Figure 1. Pin placement (run 1).
(2 px per micron) Pins as bars across the die edge, other pins in gray.
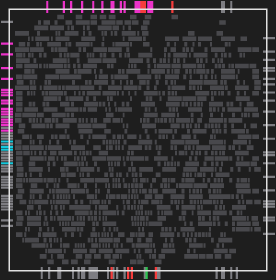
Figure 2. Clock nets (run 1).
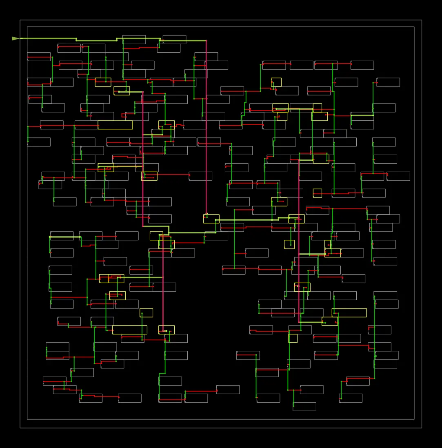
Figure 3. Placement by cell class (run 1).
(3 px per micron) Fill, decap, tap and diode cells in gray.
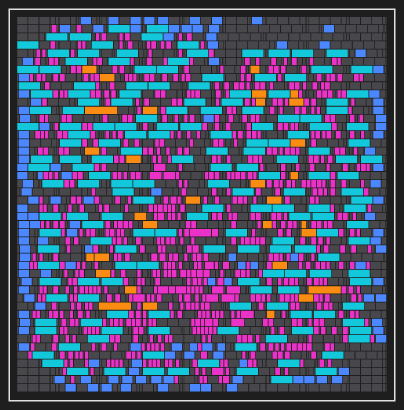
==> config.mk <==
export PLATFORM = sky130hd
export DESIGN_NAME = uart_bus_loader
export DESIGN_NICKNAME = d
export VERILOG_FILES = /design/src/rtl/uart_bus_loader.sv
export SDC_FILE = /design/constraint.sdc
export NUM_CORES = 1
export LEC_CHECK = 0
export ABC_AREA = 1
export CORE_AREA = 2 2 126 128
export CTS_BUF_LIST = sky130_fd_sc_hd__clkbuf_2 sky130_fd_sc_hd__clkbuf_4 sky130_fd_sc_hd__clkbuf_8
export CTS_CLUSTER_DIAMETER = 80
export DETAILED_ROUTE_END_ITERATION = 8
export DIE_AREA = 0 0 128 130
export HOLD_SLACK_MARGIN = 0.15
export PLACE_DENSITY_LB_ADDON = 0.15
export SLEW_MARGIN = 20
export SYNTH_ARGS = -nofsm -noshare
export SYNTH_HDL_FRONTEND = slang
export SYNTH_SLANG_ARGS = --single-unit
export TNS_END_PERCENT = 1
==> constraint.sdc <==
create_clock -name clk -period 4.6 [get_ports clk]
set_input_delay 1.38 -clock clk [delete_from_list [all_inputs] [get_ports clk]]
set_output_delay 1.38 -clock clk [all_outputs]
set_load 0.01 [all_outputs]
==> results.py, run 1 <==
# Auto-generated metrics
metrics = {
    "pwr": {
        "p_per_area_nw_per_um2": 422,
        "p_switching_w": 0.00128,
        "maxPowerGroup": "registers",
        "pg_seq_w": 0.00176,
        "p_comb_share_pct": 23.8,
        "clockPowerShare_pct": 30.0,
        "switching_share_pct": 33.4,
        "seqPwrFrac_pct": 46.2,
        "p_int_w": 0.00255,
        "p_comb_w": 0.000911,
        "leakagePower_nw": 3.52,
        "ir_drop_v": 0.000231,
    },
    "grt": {
        "grtUsageTotal_pct": 22.2,
        "grt_pass1_vias": 5929,
        "grt_pass1_wl_microns": 29700,
        "antenna_found_initial": 0,
        "grt.overflow.total": 0,
        "grt_start_max_net_pins": 82,
    },
    "drt": {
        "route.met3.wl_microns": 862,
        "wl_met1_microns": 8840,
        "highest_layer": "met4",
        "wl_per_cell_microns": 14.0,
        "drt_iter0_markers": 485,
        "drc": 0,
        "firstDrtPassIters": 5,
        "viasPerCell": 5.13,
        "drt_wl_total_microns": 18200,
        "num_vias": 6675,
        "ant_nets": 0,
        "route.met2.wl_microns": 8220,
    },
    "critical_path": {
        "cpMostUsedCell": "clkdlybuf4s50_1",
        "endpoint_kind": "output port",
        "crit_type": "in2out",
        "start_kind": "input pin",
        "worst_path_max_delay_cell": "clkdlybuf4s50_1",
        "cp_max_fo": 8,
        "slowest_delay_ns": 0.57,
        "worstPathArrival_ns": 2.82,
        "r2r_cells": 9,
        "worstPathCellList": "clkdlybuf4s50_1 -> nor2_2 -> nand2_4 -> a21oi_1 -> clkdlybuf4s50_1",
        "reg2reg_slack_ns": 2.17,
        "worstPathRequired_ns": 3.22,
    },
    "finish": {
        "lay_top_count": "dfxtp_1",
        "logic_area_sq_um": 3210,
        "fill_cells": 1494,
        "area_delta_synth_final_pct": 21.2,
        "drive_gt1_share_pct": 6.22,
        "final_cell_mix": "dfxtp_1 (180), nand2_1 (170), o21ai_0 (142)",
        "final_nets": 1147,
        "final_area_sq_um": 9050,
        "register_area_sq_um": 3600,
        "largest_reg_flops": 32,
        "antenna_cells": 0,
    },
    "logic_synthesis": {
        "ys_area_sq_um": 7460,
        "syn-instance-count": 1017,
        "synth_seq_share_pct": 48.3,
        "synthTopCellsByArea": "dfxtp_1 (48%), o21ai_0 (9.5%), a21oi_1 (8.9%)",
        "syn-cell-area_sq_um": 7460,
        "syn_nets": 1066,
        "yosysTopAreaCellShare_pct": 48.3,
        "avgSynthCellArea_sq_um": 7.34,
        "synth_flops": 180,
        "ys.flop_type": "dfxtp_1",
        "ys_cells": 1017,
        "synth-warning-count": 0,
        "synth_async_sr_flop_share_pct": 0,
        "ys_types": 28,
        "synth-edff-count": 0,
        "yosys.area.top_type": "dfxtp_1",
    },
    "timing": {
        "setup-tns-final_ns": 0,
        "rsz0062_at_grt": "false",
        "relSlewSlack_pct": 36.8,
        "setup_viol": 0,
        "tightest_slew_ns": 0.944,
        "max_freq_mhz": 238,
        "min_period_ns": 4.20,
        "hold_violations": 0,
        "period_used_pct": 91.4,
        "final_max_slew_viol_count": 0,
    },
    "hold_path": {
        "worstHoldPathCells": 2,
        "holdCritPathClass": "reg2reg",
    },
    "placement": {
        "placed_cell_area_sq_um": 8630,
        "dp_hpwl_microns": 11800,
        "place_congestion": 0.886,
    },
    "clock_tree": {
        "cts_buffers": 17,
        "clock_latency_ns": 0.46,
        "post-cts-setup-buffers": 0,
        "cts_tree": "done",
        "cts-root-buf": "clkbuf_8",
        "htreeDepth": 4,
        "clockBufferDepth": 2,
        "cts_hold_buf": 0,
        "path_clk_slew_ns": 0.09,
        "cts_resized": 0,
    },
    "floorplan": {
        "die-area_sq_um": 16600,
        "num_io_pins": 123,
        "fp_util_pct": 48.4,
    },
    "job": {
        "warning_count": 29,
        "max_cap_viol_count": 0,
    },
    "status": {
        "status": "completed",
    },
}
## Picture notes: Figure 1
rx_pop: shown in green, pins 1, direction output, edge bottom. rx_data: shown in red, pins 8, direction input, edge 4 bottom, 4 top. we: shown in cyan, pins 4, direction output, edge left. wdata: shown in magenta, pins 32, direction output, edge 16 top, 16 left.
I/O Buffers: 122
die x size: 128 microns
Die Y-Extent: 130 microns

## Picture notes: Figure 2
Clock Power: 0.00115 W
CTS sink count: 180
seq_cells: 180
Clock Skew: 0.0183 ns

## Picture notes: Figure 3
flops: shown in cyan, cells 180, share of their area 41%. combinational and other logic: shown in magenta, cells 767, share of their area 40%. clock drivers and dummy loads: shown in orange, cells 31, share of their area 4.8%. other buffers and delay cells: shown in blue, cells 132, share of their area 15%.
Finished Core Util: 58.7%
# rows: 46
core area: 15400 sq um

==> run 1: logic make-up after synthesis <==
| logic type | synth area share [%] |
|---|---|
| and+or+nand+nor | 22.8 |
| DFF | 48.3 |
| AOI/OAI and AO/OA | 19.5 |
| adders and majority gates | 0.670 |
| buffers and inverters | 8.77 |
==> run 1: cell type report <==
cell class              instances  share of cell area [%]
repair buffers                132                    14.3
clock inverters                13                    1.92
inverters                      75                    3.14
flip-flops and latches        180                    39.8
multi-input cells             692                    35.4
clock buffers                  18                    2.74
well taps                     192                    2.66
==> run 1: metal layers <==
metal,vias up,track usage [%]
li1,3468,-
met1,3029,30.7
met2,153,35.0
met3,25,4.59
met4,0,7.11
met5,-,0
==> run 1: synthesized netlist by cell type, types with 2 or more instances <==
cell / number
inv_1: 70
o21ai_0: 142
clkbuf_1: 32
nand3_1: 71
dfxtp_1: 180
nand3_2: 2
nand2_2: 4
nor2_1: 133
o21ai_1: 13
buf_4: 8
buf_2: 23
ha_1: 4
nand2_1: 170
inv_2: 4
nor2_2: 6
buf_6: 6
a21oi_1: 132
nor2_4: 6
nand4_1: 2
==> run 1: per-stage QoR <==
stage,utilization (%),setup slack [ns],hold WS [ns],power [W],std cells
6_report,58.7,0.398,0.450,0.00382,1302
5_1_grt,58.7,0.287,0.473,0.00404,1302
4_1_cts,58.7,0.396,0.453,0.00384,1302
3_5_place_dp,55.9,0.409,0.439,0.00270,1271
3_3_place_gp,55.9,0.423,0.433,0.00270,1271
2_1_floorplan,-,1.22,0.425,0.00244,1017
==> run 1: worst max-delay path, delay by kind of cell <==
kind,cells,cell delay [ns]
simple gates,2,0.27
buf+inv,2,1.00
compound gates,1,0.17
Figure 4. Routed clock nets over the placement (run 1).
(4 px per micron)
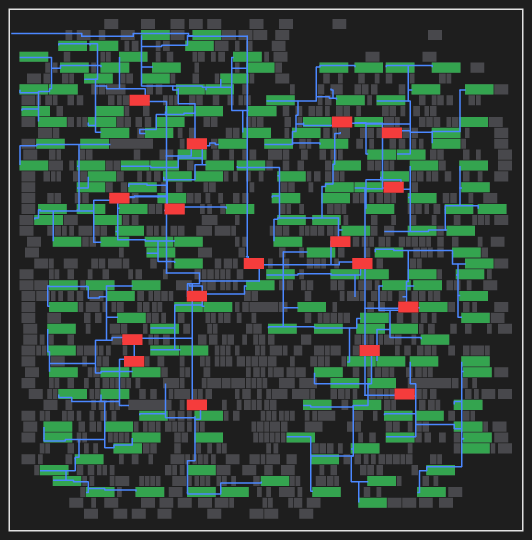

==> inputs of run 2 (changes only) <==
--- a/config.mk
+++ b/config.mk
@@ -5,12 +5,11 @@
 export SDC_FILE = /design/constraint.sdc
 export NUM_CORES = 1
 export LEC_CHECK = 0
-export ABC_AREA = 1
-export CORE_AREA = 2 2 126 128
+export CORE_AREA = 2 2 124 126
 export CTS_BUF_LIST = sky130_fd_sc_hd__clkbuf_2 sky130_fd_sc_hd__clkbuf_4 sky130_fd_sc_hd__clkbuf_8
 export CTS_CLUSTER_DIAMETER = 80
 export DETAILED_ROUTE_END_ITERATION = 8
-export DIE_AREA = 0 0 128 130
+export DIE_AREA = 0 0 126 128
 export HOLD_SLACK_MARGIN = 0.15
 export PLACE_DENSITY_LB_ADDON = 0.15
 export SLEW_MARGIN = 20
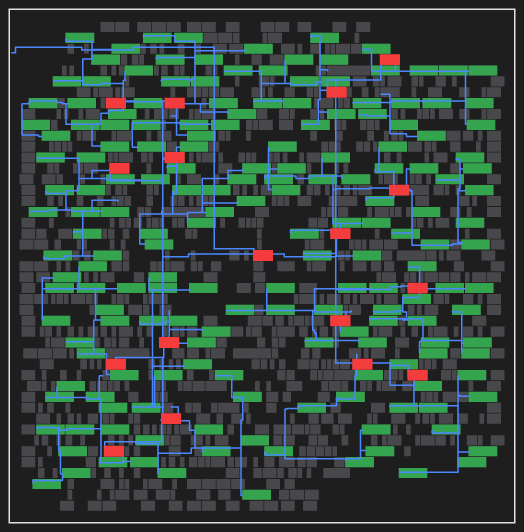
Figure 5: run 2, routed clock nets over the placement.
(4 px per micron)
clock wires: shown in blue, length 1980 microns. clock drivers: shown in red, count 17. flip-flops: shown in green, count 180.
There are 18 routed clock nets.
Clock Power Share: 34.2%
Clock Power: 0.00113 W
Clock Skew: 0.00911 ns
Late-Pin Clk Latency: 0.46 ns

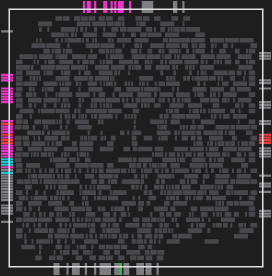
Figure 6: run 2, pin placement.
(2 px per micron) Pins as bars across the die edge, other pins in gray.
we: shown in cyan, pins 4, direction output, edge left. wdata: shown in magenta, pins 32, direction output, edge 20 left, 12 top. rx_pop: shown in green, pins 1, direction output, edge bottom. rx_data: shown in red, pins 8, direction input, edge 4 left, 4 right.
All pins by edge: 45 left, 31 bottom, 26 right, 21 top.
die x size: 126 microns
Die Y-Extent: 128 microns

==> run 2 against run 1 <==
Effect of this change: setup slack got worse by 0.14 ns; clock power barely moved; combinational power is 45% lower; critical path type unchanged; wire length down 4.8%; power decreased by 13%; register-to-register slack barely moved; cell area down 0.30%.
==> results.py, run 2 <==
# Auto-generated metrics
metrics = {
    "status": {
        "status": "completed",
    },
    "pwr": {
        "ir_drop_v": 0.000190,
        "p_per_area_nw_per_um2": 367,
        "leakagePower_nw": 3.17,
        "total_power_w": 0.00331,
    },
    "drt": {
        "drt_wl_total_microns": 17400,
        "drc": 0,
        "wl_per_cell_microns": 15.1,
        "drt_iter0_markers": 410,
        "ant_nets": 0,
        "firstDrtPassIters": 4,
        "num_vias": 6014,
        "viasPerCell": 5.22,
    },
    "floorplan": {
        "row_count": 45,
        "num_io_pins": 123,
        "fp_util_pct": 48.6,
        "die-area_sq_um": 16100,
        "core_sq_um": 14900,
    },
    "clock_tree": {
        "htreeDepth": 4,
        "cts.sinks": 180,
        "post-cts-setup-buffers": 0,
        "cts_tree": "done",
        "path_clk_slew_ns": 0.08,
        "cts-root-buf": "clkbuf_8",
        "cts_buffers": 17,
        "clockBufferDepth": 2,
    },
    "placement": {
        "dp_hpwl_microns": 11200,
        "portBuffers": 122,
        "place_congestion": 0.816,
        "placed_cell_area_sq_um": 8600,
    },
    "timing": {
        "final_max_slew_viol_count": 0,
        "rsz0062_at_grt": "false",
        "relSlewSlack_pct": 41.7,
        "setup-tns-final_ns": 0,
        "min_period_ns": 4.34,
        "period_used_pct": 94.3,
        "tightest_slew_ns": 0.875,
        "hold_violations": 0,
        "timing.hold.ws_ns": 0.455,
        "setup_viol": 0,
        "max_freq_mhz": 230,
    },
    "logic_synthesis": {
        "synth_flops": 180,
        "synthTopCellsByCount": "nand2_1 (209), dfxtp_1 (180), a21oi_1 (113)",
        "ys.flop_type": "dfxtp_1",
        "syn_nets": 908,
        "yosysTopAreaCellShare_pct": 49.8,
        "syn-cell-area_sq_um": 7230,
        "synth-edff-count": 0,
        "ys_area_sq_um": 7230,
        "syn-instance-count": 859,
        "avgSynthCellArea_sq_um": 8.42,
        "yosysMostFrequentCell": "nand2_1",
        "synth_async_sr_flop_share_pct": 0,
        "ys_cells": 859,
        "synth_seq_share_pct": 49.8,
        "synthTopCellsByArea": "dfxtp_1 (50%), nand2_1 (11%), mux2i_1 (8.4%)",
        "yosys.area.top_type": "dfxtp_1",
        "synth-warning-count": 0,
        "ys_types": 45,
    },
    "finish": {
        "largest_reg_flops": 32,
        "drive_gt1_share_pct": 7.56,
        "area_delta_synth_final_pct": 24.7,
        "logic_area_sq_um": 3290,
        "final_cell_mix": "nand2_1 (209), dfxtp_1 (180), clkdlybuf4s50_1 (121)",
        "fill_cells": 1391,
        "lay_top_count": "nand2_1",
        "final_area_sq_um": 9020,
        "final_nets": 1001,
        "register_area_sq_um": 3600,
        "finish.utilization_pct": 60.7,
        "antenna_cells": 0,
    },
    "critical_path": {
        "cp_max_fo": 12,
        "endpoint_kind": "output port",
        "worstPathRequired_ns": 3.22,
        "start_kind": "input pin",
        "worstPathArrival_ns": 2.96,
        "reg2reg_slack_ns": 2.16,
        "crit_type": "in2out",
        "r2r_cells": 6,
    },
    "grt": {
        "grt_pass1_vias": 5746,
        "grt_start_max_net_pins": 69,
        "antenna_found_initial": 0,
        "grtUsageTotal_pct": 22.1,
        "grt.overflow.total": 0,
        "grt_pass1_wl_microns": 28700,
    },
    "job": {
        "max_cap_viol_count": 0,
        "warning_count": 29,
    },
    "hold_path": {
        "worstHoldPathCells": 2,
        "holdCritPathClass": "reg2reg",
    },
}
[run 2: critical path: stages]
cell             delay, ns
clkdlybuf4s50_1       0.47
buf_4                 0.19
nor2b_1               0.18
nand2_1               0.09
nor2_1                0.10
clkdlybuf4s50_1       0.55
[run 2: layout make-up]
type,instances,share of cell area [%]
clock inverter,12,1.69
sequential,180,40.0
timing repair buffer,148,16.0
multi-input combinational,599,36.5
clock buffer,20,2.98
tap,188,2.61
inverter,6,0.277
[run 2: cell families after synthesis]
family          count (synthesis)  share of synthesized area (%)
simple gates                  345                           20.1
compound gates                186                           15.8
flops                         180                           49.8
buf+inv                        80                           4.79
mux                            61                           8.44
fa+ha+maj                       4                          0.692
xor+xnor                        3                          0.363
[run 2: stage by stage]
step	setup slack [ns]	cells
floorplan	0.734	859
global placement	0.0241	1121
detailed placement	-0.00146	1121
CTS	0.255	1153
global route	0.163	1153
finish	0.262	1153
[run 2: where the power goes]
group | internal, W | leakage [nW] | switching, W | total, W
sequential | 0.00163 | 1.45 | 0.0000498 | 0.00168
clock | 0.000573 | 0.216 | 0.000559 | 0.00113
combinational | 0.000212 | 1.50 | 0.000293 | 0.000505
[run 2: repair_timing]
item                                   in CTS  in global routing
endpoints found under the hold margin       0                  0
setup endpoints to repair                   1                  0
hold buffers                                0                  0
gates resized                               1                  0
[run 2: metal layers]
layer | GRT usage [%] | share of wire, %
met5 | 0 | 0
met4 | 6.72 | 1.3
met3 | 5.34 | 5.5
met2 | 34.9 | 45
met1 | 30.1 | 48
No activity file was given, so power comes from the tool's default toggle rates.
